$ cat config.mk
export PLATFORM = sky130hd
export DESIGN_NAME = vga_rx_monitor
export DESIGN_NICKNAME = d
export VERILOG_FILES = /design/src/rtl/vga_rx_monitor.sv
export SDC_FILE = /design/constraint.sdc
export NUM_CORES = 1
export LEC_CHECK = 0
export ABC_AREA = 0
export CAP_MARGIN = 20
export CORE_ASPECT_RATIO = 1.25
export CORE_UTILIZATION = 61
export CTS_CLUSTER_DIAMETER = 30
export CTS_CLUSTER_SIZE = 8
export DETAILED_ROUTE_END_ITERATION = 12
export GPL_TIMING_DRIVEN = 0
export PLACE_DENSITY = 0.92
export SLEW_MARGIN = 20
export SYNTH_ARGS = -nofsm -noshare
export SYNTH_HDL_FRONTEND = slang
export SYNTH_SLANG_ARGS = --single-unit
$ cat constraint.sdc
create_clock -name clk -period 11 [get_ports clk]
set_input_delay 1.65 -clock clk [delete_from_list [all_inputs] [get_ports clk]]
set_output_delay 1.65 -clock clk [all_outputs]
set_load 0.005 [all_outputs]
$ cat src/rtl/vga_rx_monitor.sv
// Receive-side VGA monitor: recovers pixel coordinates from sync edges,
// verifies raster timing and reports per-frame pixel statistics.
module vga_rx_monitor #(
  parameter int unsigned H_ACTIVE    = 640,
  parameter int unsigned H_FP        = 24,
  parameter int unsigned H_SYNC      = 40,
  parameter int unsigned H_BP        = 128,
  parameter int unsigned V_ACTIVE    = 480,
  parameter int unsigned V_FP        = 9,
  parameter int unsigned V_SYNC      = 3,
  parameter int unsigned V_BP        = 28,
  parameter bit          SYNC_ACTIVE = 1'b0
) (
  input  logic        clk,
  input  logic        reset_n,
  input  logic        hsync,
  input  logic        vsync,
  input  logic [5:0]  rrggbb,
  output logic        locked,
  output logic        pix_valid,
  output logic [9:0]  pix_x,
  output logic [9:0]  pix_y,
  output logic [5:0]  pix_rgb,
  output logic        frame_done,
  output logic [15:0] frame_sum,
  output logic [18:0] lit_count,
  output logic [7:0]  err_count
);

  localparam int unsigned H_TOTAL = H_ACTIVE + H_FP + H_SYNC + H_BP;
  localparam int unsigned V_TOTAL = V_ACTIVE + V_FP + V_SYNC + V_BP;
  localparam int unsigned XW      = 10;
  localparam int unsigned CW      = $clog2(2 * H_TOTAL + 1);
  localparam int unsigned FW      = $clog2(2 * V_TOTAL + 1);
  localparam int unsigned FW1     = FW + 1;
  localparam logic [CW-1:0] TMO   = CW'(2 * H_TOTAL - 1);

  typedef enum logic [1:0] {ST_SEARCH, ST_ACQUIRE, ST_LOCKED} state_t;

  state_t        state;
  logic          hs1, vs1, hs1_d, vs1_d;
  logic [5:0]    rgb1;
  logic [CW-1:0] h_cnt, hw_cnt;
  logic [FW-1:0] f_cnt;
  logic          hs_seen, frame_bad;
  logic [15:0]   acc_sum;
  logic [18:0]   acc_lit;

  logic          hs_act, hs_edge, hs_fall, vs_edge, x_wrap;
  logic [XW-1:0] x_n, y_n;
  logic [FW1-1:0] f_lines;
  logic          timeout, line_bad, width_bad, lines_bad;
  logic          drop, go_lock, lock_n, stat_cap, pix_lit;
  logic [5:0]    pix_add;

  // Edge detection, coordinate recovery and timing checks on the S1 stage
  always_comb begin
    hs_act    = (hs1 == SYNC_ACTIVE);
    hs_edge   = hs_act && (hs1_d != SYNC_ACTIVE);
    hs_fall   = !hs_act && (hs1_d == SYNC_ACTIVE);
    vs_edge   = (vs1 == SYNC_ACTIVE) && (vs1_d != SYNC_ACTIVE);
    x_wrap    = (pix_x == XW'(H_TOTAL - 1));
    x_n       = pix_x + XW'(1);
    if (hs_edge)     x_n = XW'(H_ACTIVE + H_FP);
    else if (x_wrap) x_n = '0;
    y_n = pix_y;
    if (vs_edge)
      y_n = XW'(V_ACTIVE + V_FP);
    else if (x_wrap && !hs_edge)
      y_n = (pix_y == XW'(V_TOTAL - 1)) ? '0 : pix_y + XW'(1);
    f_lines   = {1'b0, f_cnt} + FW1'(hs_edge);
    timeout   = !hs_edge && (h_cnt == TMO);
    line_bad  = hs_edge && hs_seen && (h_cnt != CW'(H_TOTAL - 1));
    width_bad = hs_fall && hs_seen && (hw_cnt != CW'(H_SYNC));
    lines_bad = vs_edge && (f_lines != FW1'(V_TOTAL));
    drop      = (state == ST_LOCKED) && (line_bad || width_bad || lines_bad || timeout);
    go_lock   = (state == ST_ACQUIRE) && vs_edge && !timeout && !frame_bad &&
                !line_bad && !width_bad && !lines_bad;
    lock_n    = ((state == ST_LOCKED) && !drop) || go_lock;
    stat_cap  = (state == ST_LOCKED) && !drop && vs_edge;
    pix_add   = pix_valid ? pix_rgb : 6'd0;
    pix_lit   = pix_valid && (pix_rgb != 6'd0);
  end

  always_ff @(posedge clk or negedge reset_n) begin
    if (!reset_n) begin
      state      <= ST_SEARCH;
      hs1        <= !SYNC_ACTIVE;
      vs1        <= !SYNC_ACTIVE;
      hs1_d      <= !SYNC_ACTIVE;
      vs1_d      <= !SYNC_ACTIVE;
      rgb1       <= '0;
      h_cnt      <= '0;
      hw_cnt     <= '0;
      f_cnt      <= '0;
      hs_seen    <= 1'b0;
      frame_bad  <= 1'b0;
      acc_sum    <= '0;
      acc_lit    <= '0;
      locked     <= 1'b0;
      pix_valid  <= 1'b0;
      pix_x      <= '0;
      pix_y      <= '0;
      pix_rgb    <= '0;
      frame_done <= 1'b0;
      frame_sum  <= '0;
      lit_count  <= '0;
      err_count  <= '0;
    end else begin
      hs1   <= hsync;
      vs1   <= vsync;
      rgb1  <= rrggbb;
      hs1_d <= hs1;
      vs1_d <= vs1;

      // Measurement counters saturate so a dead link cannot alias to a good one
      if (hs_edge)             h_cnt <= '0;
      else if (h_cnt != TMO)   h_cnt <= h_cnt + CW'(1);
      if (hs_edge)             hw_cnt <= CW'(1);
      else if (hs_act && hw_cnt != '1) hw_cnt <= hw_cnt + CW'(1);
      if (vs_edge)             f_cnt <= '0;
      else if (hs_edge && f_cnt != '1) f_cnt <= f_cnt + FW'(1);
      if (timeout)             hs_seen <= 1'b0;
      else if (hs_edge)        hs_seen <= 1'b1;

      pix_x     <= x_n;
      pix_y     <= y_n;
      pix_rgb   <= rgb1;
      locked    <= lock_n;
      pix_valid <= lock_n && (x_n < XW'(H_ACTIVE)) && (y_n < XW'(V_ACTIVE));

      case (state)
        ST_SEARCH: begin
          frame_bad <= 1'b0;
          if (vs_edge && !timeout) state <= ST_ACQUIRE;
        end
        ST_ACQUIRE: begin
          if (timeout) begin
            state <= ST_SEARCH;
          end else if (vs_edge) begin
            frame_bad <= 1'b0;
            if (go_lock) state <= ST_LOCKED;
          end else if (line_bad || width_bad) begin
            frame_bad <= 1'b1;
          end
        end
        ST_LOCKED: begin
          if (drop) state <= ST_SEARCH;
        end
        default: state <= ST_SEARCH;
      endcase

      if (drop && err_count != 8'hFF) err_count <= err_count + 8'd1;

      // Statistics only accumulate while locked; any other state keeps them zeroed
      frame_done <= 1'b0;
      if (stat_cap) begin
        frame_sum  <= acc_sum + 16'(pix_add);
        lit_count  <= acc_lit + 19'(pix_lit);
        frame_done <= 1'b1;
        acc_sum    <= '0;
        acc_lit    <= '0;
      end else if ((state == ST_LOCKED) && !drop) begin
        acc_sum <= acc_sum + 16'(pix_add);
        acc_lit <= acc_lit + 19'(pix_lit);
      end else begin
        acc_sum <= '0;
        acc_lit <= '0;
      end
    end
  end

endmodule

==> changes_impl.md, run 1 <==
### Implementation results

* Result of the run: finished clean
* Relative slew slack at 35.7%
* Final Hold Fails at 0
* Total CTS buffers at 17
* Overall Global Routing Usage at 31.4%
* RSZ-0062 raised after global routing: false
* Placeable core region at 11,200 sq um
* CTS resizes at 0
* Synth Flop Type: dfrtp_1
* Cell count listed in synth_stat.txt at 707
* Peak VDD IR at 0.0000891 V
* Fmax at 0.209 GHz
* H-tree Lvls at 4
* Switching power at 321 uW
* # port buffers at 81
* WS Path Type: flop to flop
* Die Area at 12,200 sq um
* Synth warn at 0
* Final setup vio count at 0
* WL per Instance at 18.9 um
* Final antenna-violating net count at 0
* Final WL at 18,000 um
* Chip Height at 123 um
* Final setup TNS at 0 ns
* DR vias/cell at 6.18
* Vias in the first global route at 6,068
* Min Tclk post-route at 4.78 ns
* Clock root cell: clkbuf_16
* Latency at later pin at 0.43 ns
* Clk slew on worst S/H paths at 0.06 ns
* Core Rows at 43
* Biggest area cells: dfrtp_1 52%, nor2_1 6.5%, xor2_1 5.3%, xnor2_1 3.9%, ha_1 3.1%
* Comb pwr share at 8.1%
* Pre-antenna DRT Iters at 8
* Remaining Overflow, GRT at 0
* Max FO, Critical Path at 10
* Critical Path RT at 11.30 ns
* Initial antenna violation count at 0
* Tool warnings at 28
* Floorplan Utilization at 63.7%
* Seq share, synth at 53.8%
* First-pass GRT wire length at 29,500 um
* DR DRC count at 0
* Number of enable flip-flop cells at 0
* Max-Cap Viols at 0
* Sequential share of power at 45.7%
==> run 1: synthesized netlist by cell type (all sizes together), types with 3 or more instances <==
cell type and instances:
clkbuf 10, nand4bb 3, and2 10, nand4 18, a31oi 4, buf 13, mux2i 9, nor2b 6
xnor2 32, and3 12, nand2b 6, nor3 9, o31a 3, dfstp 4, nor2 125, a21oi 40
nand3 29, o21ai 19, or3 6, mux2 6, ha 18, a211oi 4, nand2 53, and4 5
inv 27, nor4b 4, xor2 43, dfrtp 150, nor4 7
==> run 1: worst max-delay path: stages (launching register included) <==
cell and delay [ns]:
dfstp_2 0.54, nand2b_1 0.15, inv_1 0.12, clkbuf_1 0.44, clkbuf_1 0.45, ha_1 0.34
ha_1 0.27, a21boi_0 0.13, nor4_1 0.33, o22ai_1 0.16, or4b_1 0.50, buf_2 0.18
nor4_4 0.44, buf_6 0.26, mux2_1 0.35
==> run 1: power by group through the flow <==
stage                     clock, mW  combinational (mW)  sequential (mW)
after floorplan                   0              0.0535            0.631
after global placement            0              0.0993            0.634
after detailed placement          0               0.108            0.637
after CTS                     0.639               0.112            0.629
after global routing          0.660               0.123            0.633
final                         0.638               0.112            0.630
==> run 1: cell families (layout without fill, tap and decap cells) <==
logic type               count (synthesis)  count (layout)  share of synthesized area (%)
AND-OR/OR-AND                           90              90                           7.58
XOR/XNOR                                75              75                           9.17
flip-flops                             154             154                           53.8
AND/OR/NAND/NOR                        304             304                           20.8
adder cells (fa/ha/maj)                 19              19                           3.42
buffers and inverters                   50             162                           2.99
multiplexers                            15              15                           2.20
==> run 1: through the flow <==
step | worst slack, ns | area [sq um] | hold slack [ns] | std cells | total power [mW]
detailed placement | 6.48 | 8180 | 0.336 | 924 | 0.745
CTS | 6.29 | 8810 | 0.344 | 954 | 1.38
global route | 6.03 | 8810 | 0.355 | 954 | 1.42
floorplan | 7.34 | 7170 | 0.331 | 707 | 0.684
finish | 6.22 | 8810 | 0.343 | 954 | 1.38
global placement | 2.57 | 8150 | 0.332 | 923 | 0.733
==> run 1: layout make-up <==
class | instances | area (sq um)
buffer | 23 | 113
clock buffer | 21 | 460
clock inverter | 9 | 170
fill | 640 | 2430
inverter | 27 | 101
multi-input combinational | 503 | 3090
sequential | 154 | 3860
tap | 135 | 169
timing repair buffer | 82 | 843
==> run 1: worst paths after layout <==
path,start,to,slack (ns),cells past startpoint
hold / removal,rgb1[2],pix_rgb[2],0.34,0
setup reg to reg,hs1_d,lit_count[1],6.22,14
setup / recovery,hs1_d,lit_count[1],6.22,14
min in group asynchronous,reset_n,lit_count[14],1.22,1
max in group asynchronous,reset_n,err_count[6],9.03,2
hold reg to reg,rgb1[2],pix_rgb[2],0.34,0
==> run 1: registers in the layout, summed over array words and instances, names as in the netlist, 10 cells and up <==
name and cells:
pix_x 10, acc_lit 19, lit_count 19, hw_cnt 11
f_cnt 11, h_cnt 11, acc_sum 16, frame_sum 16
pix_y 10
==> run 1: layer usage <==
metal  wire [um]  vias to the layer above
li1            -                     2616
met1        6770                     2944
met2        9700                      273
met3         986                       62
met4         588                        0
met5           0                        -
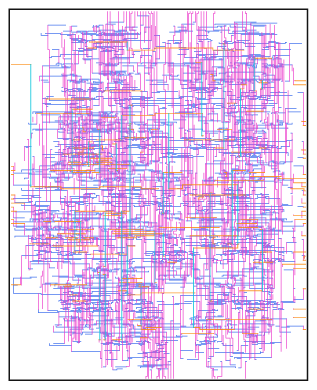
run_1/layers.png
(3 px per um)
| layer | colour | wire length |
|---|---|---|
| M4 | cyan | 588 um |
| M2 | magenta | 9,700 um |
| M3 | orange | 986 um |
| M1 | blue | 6,770 um |

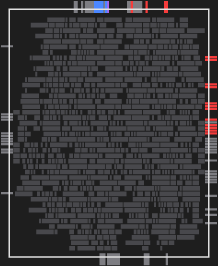
run_1/pinout.png
(2 px per um) Pins as bars across the die edge, other pins in grey.
| port | colour | pins | direction | edge |
|---|---|---|---|---|
| rrggbb | blue | 6 | input | top |
| frame_sum | red | 16 | output | 12 right, 4 top |
| frame_done | purple | 1 | output | top |

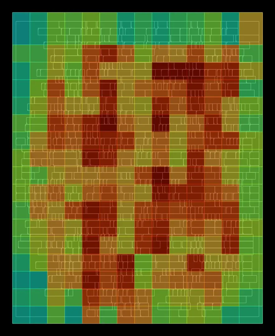
run_1/congestion_map.png
GR peak layer: met2
met1 usage: 35.8%

==> run 1 -> run 2 <==
Settings changed: CORE_UTILIZATION 61 to 51, PLACE_DENSITY 0.92 to 0.82.
Clock period 11 ns to 3.9 ns, I/O delays scaled along.
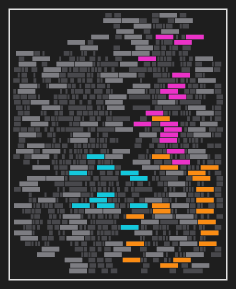
run_2/ff_map.png
(2 px per um) Other sequential cells in the stronger grey, the rest of the logic in the fainter grey.
| netlist name | colour | flops |
|---|---|---|
| lit_count | orange | 19 |
| h_cnt | cyan | 11 |
| acc_sum | magenta | 16 |
not coloured: 108

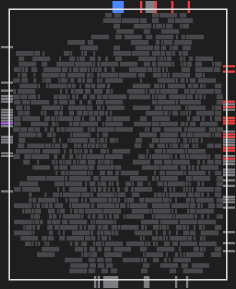
run_2/pinout.png
(2 px per um) Pins as bars across the die edge, other pins in grey.
| port | colour | pins | direction | edge |
|---|---|---|---|---|
| rrggbb | blue | 6 | input | top |
| frame_done | purple | 1 | output | left |
| frame_sum | red | 16 | output | 12 right, 4 top |

==> run 2 against run 1 <==
Against the previous run:
- critical endpoint is now frame_sum[0]
- via count is 6.7% lower
- utilization shrank 14 points
- first-iteration DRC count is 1.3% lower
- non-clock buffer count rose by 1
- synthesized area unchanged
- maximum frequency up 29%
- clock power rose to 2.7 times the previous value
- register-to-register slack got worse by 6.0 ns
- die size rose by 19%
- hold slack got worse by 0.19 ns
==> changes_impl.md, run 2 <==
### Implementation results

* Regs by FF count: acc_lit (19), lit_count (19) (unchanged)
* Peak VDD IR at 0.000290 V (was 0.0000891 V)
* Total power at 3.80 mW (was 1.38 mW)
* H-tree Lvls at 4 (unchanged)
* DP Worst Slack at -0.665 ns (was 6.48 ns)
* Max-Cap Viols at 0 (unchanged)
* DR DRC count at 0 (unchanged)
* Final worst-path setup slack at 0.199 ns (was 6.22 ns)
* Pre-antenna DRT Iters at 4 (was 8)
* # port buffers at 81 (unchanged)
* Die Area at 14,500 sq um (was 12,200 sq um)
* Fmax at 0.270 GHz (was 0.209 GHz)
* Result of the run: finished clean (unchanged)
* Latency at later pin at 0.42 ns (was 0.43 ns)
* Remaining Overflow, GRT at 0 (unchanged)
* Cell area after layout at 8900 sq um (was 8810 sq um)
* First-pass GRT wire length at 25,500 um (was 29,500 um)
* Clk slew on worst S/H paths at 0.06 ns (about the same)
* Max FO, Critical Path at 11 (was 10)
* Number of enable flip-flop cells at 0 (unchanged)
* Min Tclk post-route at 3.70 ns (was 4.78 ns)
* Tool warnings at 28 (unchanged)
* Crit path largest cell delay at 0.57 ns (was 0.54 ns)
* Final Hold Fails at 0 (unchanged)
* Final WL at 15,100 um (was 18,000 um)
* Relative slew slack at 44.5% (was 35.7%)
* Cell count listed in synth_stat.txt at 707 (unchanged)
* GR peak layer: met2 (unchanged)
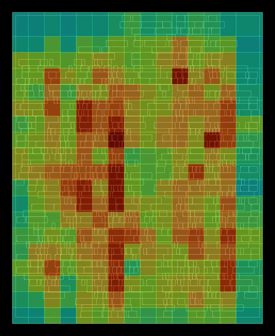
run_2/congestion_map.png
global-route met3 utilization: 5.12%
met1 usage: 29.1%
WL per Instance: 15.1 um
Overall Global Routing Usage: 22.5%

run 2: how the worst max path moves through the flow:
stage                 start           end  slack [ns]  cells past startpoint
floorplan             hs1_d  frame_sum[0]        0.24                     14
global placement    reset_n  err_count[5]       -3.74                      1
detailed placement    hs1_d  frame_sum[0]       -0.67                     14
CTS                   hs1_d  frame_sum[0]        0.04                     14
global route            hs1  lit_count[1]        0.02                     14
finish                  hs1  frame_sum[0]        0.20                     14
run 2: layout make-up:
cell class	count	area, sq um	share of cell area [%]
plain buffers	22	116	1.31
clock buffers	18	439	4.94
clock inverters	14	183	2.05
inverters	27	104	1.17
multi-input cells	503	3120	35.1
flip-flops and latches	154	3860	43.4
well taps	175	219	2.46
repair buffers	84	858	9.65
run 2: metal layers:
layer	vias to the layer above	share of wire, %
li1	2641	-
met1	2691	43
met2	144	50
met3	22	4.8
met4	0	1.8
met5	-	0
run 2: cell families after synthesis:
family,after synthesis,share of synthesized area (%)
flip-flops,154,53.8
adder cells (fa/ha/maj),19,3.42
multiplexers,15,2.20
AND-OR/OR-AND,90,7.58
AND/OR/NAND/NOR,304,20.8
XOR/XNOR,75,9.17
buffers and inverters,50,2.99
run 2: where the power goes:
part	total, mW	internal, mW	leakage (nW)	switching, mW
sequential	1.77	1.67	2.03	0.0985
combinational	0.303	0.153	1.47	0.150
clock	1.72	1.04	0.306	0.681
total	3.80	2.87	3.80	0.930
run 2: worst max-delay path: cells and delay by family, from the launching register on:
| kind | cells | cell delay (ns) |
|---|---|---|
| fa+ha+maj | 2 | 0.42 |
| simple gates | 5 | 1.29 |
| compound gates | 1 | 0.14 |
| flops | 1 | 0.57 |
| mux | 1 | 0.33 |
| buf+inv | 5 | 0.84 |
run 2: repair_timing:
item | in CTS | in global routing
resized | 5 | 5
pin swaps | 1 | 0
hold buffers | 0 | 0
endpoints found under the setup margin | 45 | 32
setup buffers | 2 | 0
run 2: stage by stage:
step / TNS [ns] / instances
final: 0 / 997
after floorplan: 0 / 707
after global routing: 0 / 997
after CTS: 0 / 997
after global placement: -586.23 / 963
after detailed placement: -22.42 / 964
==> run 2 -> run 3 <==
Settings changed: CORE_MARGIN set to 8.
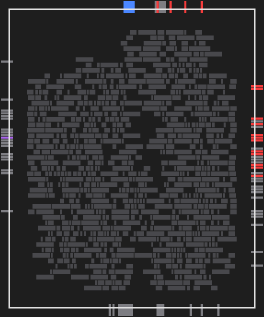
run_3/pinout.png
(2 px per um) Pins as bars across the die edge, other pins in grey.
# port buffers: 81
Chip Height: 149 um
die width: 122 um

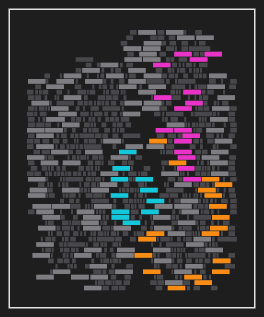
run_3/ff_map.png
(2 px per um) Other sequential cells in the stronger grey, the rest of the logic in the fainter grey.
| netlist name | colour | flops |
|---|---|---|
| lit_count | orange | 19 |
| h_cnt | cyan | 11 |
| acc_sum | magenta | 16 |
not coloured: 108

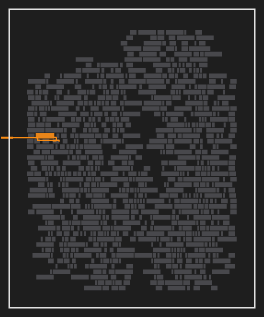
run_3/port_trees.png
(2 px per um)
| port | colour | bits | direction | edge | end cells | buffers | wire |
|---|---|---|---|---|---|---|---|
| frame_done | orange | 1 | output | left | 1 | 1 | 30.9 um |

==> run 3 against run 2 <==
Against the previous run:
- via count decreased by 0.85%
- cell count unchanged
- largest power group unchanged
- combinational power decreased by 2%
- setup slack got worse by 0.012 ns
- largest cell class unchanged
==> changes_impl.md, run 3 <==
### Implementation results

* Result of the run: finished clean (unchanged)
* Reg2reg start: hs1 (unchanged)
* Clock root cell: clkbuf_16 (unchanged)
* WL per Instance at 15.5 um (was 15.1 um)
* Total CTS buffers at 17 (unchanged)
* Tool warnings at 28 (unchanged)
* Max FO, Critical Path at 11 (unchanged)
* Peak VDD IR at 0.000254 V (was 0.000290 V)
* DR DRC count at 0 (unchanged)
* Final setup vio count at 0 (unchanged)
* Final WL at 15,500 um (was 15,100 um)
* WS Path Type: flop to flop (unchanged)
* Clk slew on worst S/H paths at 0.06 ns (about the same)
* DR vias/cell at 5.47 (was 5.51)
* Critical Path RT at 4.20 ns (about the same)
* Initial antenna violation count at 0 (unchanged)
* Final antenna-violating net count at 0 (unchanged)
* Min Tclk post-route at 3.71 ns (was 3.70 ns)
* Die Area at 18,100 sq um (was 14,500 sq um)
* Reg2reg path depth at 14 (unchanged)
* Max-Cap Viols at 0 (unchanged)
* Reg2Reg Setup Slack at 0.19 ns (was 0.20 ns)
* Crit path from: hs1 (unchanged)
* Synth Flop Type: dfrtp_1 (unchanged)
* Relative slew slack at 40.1% (was 44.5%)
* Fmax at 0.269 GHz (was 0.270 GHz)
* Regs by FF count: acc_lit (19), lit_count (19) (unchanged)
* Remaining Overflow, GRT at 0 (unchanged)
* Core Rows at 48 (unchanged)
* Seq share, synth at 53.8% (unchanged)
* Synth warn at 0 (unchanged)
* Biggest area cells: dfrtp_1 52%, nor2_1 6.5%, xor2_1 5.3%, xnor2_1 3.9%, ha_1 3.1% (unchanged)
==> run 3: cell counts after synthesis <==
No cell type changed its count.
==> run 3: cell families (layout without fill, tap and decap cells) <==
family                   after synthesis  after routing  share of synthesized area (%)
AND/OR/NAND/NOR                      304            304                           20.8
flip-flops                           154            154                           53.8
AND-OR/OR-AND                         90             90                           7.58
XOR/XNOR                              75             75                           9.17
buffers and inverters                 50            165                           2.99
adder cells (fa/ha/maj)               19             19                           3.42
multiplexers                          15             15                           2.20
==> run 3: worst paths after layout <==
path,end
min reg2reg,pix_rgb[2]
max reg2reg,lit_count[1]
min,lit_count[12]
max,lit_count[1]
max in group asynchronous,vs1
min in group clk,pix_rgb[2]
==> run 3: layout make-up <==
cell class	instances	area [sq um]	area share (%)
Sequential cell	154	3860	43.7
Buffer	22	113	1.27
Clock buffer	22	484	5.48
Clock inverter	10	88.8	1.01
Inverter	27	104	1.17
Tap cell	175	219	2.48
Timing Repair Buffer	84	862	9.75
Multi-Input combinational cell	503	3110	35.2
==> run 3: power breakdown <==
group          switching, mW  internal, mW
sequential            0.0920          1.68
clock                  0.643         0.945
combinational          0.146         0.150
==> run 3: metrics by stage <==
stage | hold WS [ns] | cell area [sq um] | setup slack [ns] | TNS (ns)
2_1_floorplan | 0.289 | 7170 | 0.235 | 0
3_3_place_gp | 0.332 | 8200 | -3.78 | -594.14
3_5_place_dp | 0.335 | 8230 | -0.692 | -22.64
4_1_cts | 0.116 | 8820 | 0.0824 | 0
5_1_grt | 0.143 | 8840 | 0.0206 | 0
6_report | 0.101 | 8840 | 0.187 | 0
==> run 3: critical path, cell delays in order, from the launching register on <==
cell	delay, ns
dfstp_2	0.56
nand2b_4	0.17
inv_4	0.07
buf_4	0.18
ha_1	0.25
ha_1	0.24
and3b_1	0.18
nor4_2	0.21
o22ai_1	0.14
or4b_1	0.51
buf_2	0.18
nor4_4	0.22
buf_6	0.17
buf_6	0.17
mux2_1	0.34
==> run 3: per-layer routing <==
metal / vias to the layer above / track usage (%) / wire length [um]
met3: 24 / 4.14 / 851
met2: 118 / 29.6 / 7690
met1: 2681 / 22.4 / 6660
met5: - / 0 / 0
li1: 2628 / - / -
met4: 0 / 7.85 / 278
==> run 3: what timing repair did <==
action                                 4_1_cts  5_1_grt
setup endpoints to repair                   43       32
endpoints found under the hold margin        0        0
buffers inserted                             2        0
pin swaps                                    1        0
gates resized                                4        5
No activity file was given, so power comes from the tool's default toggle rates.
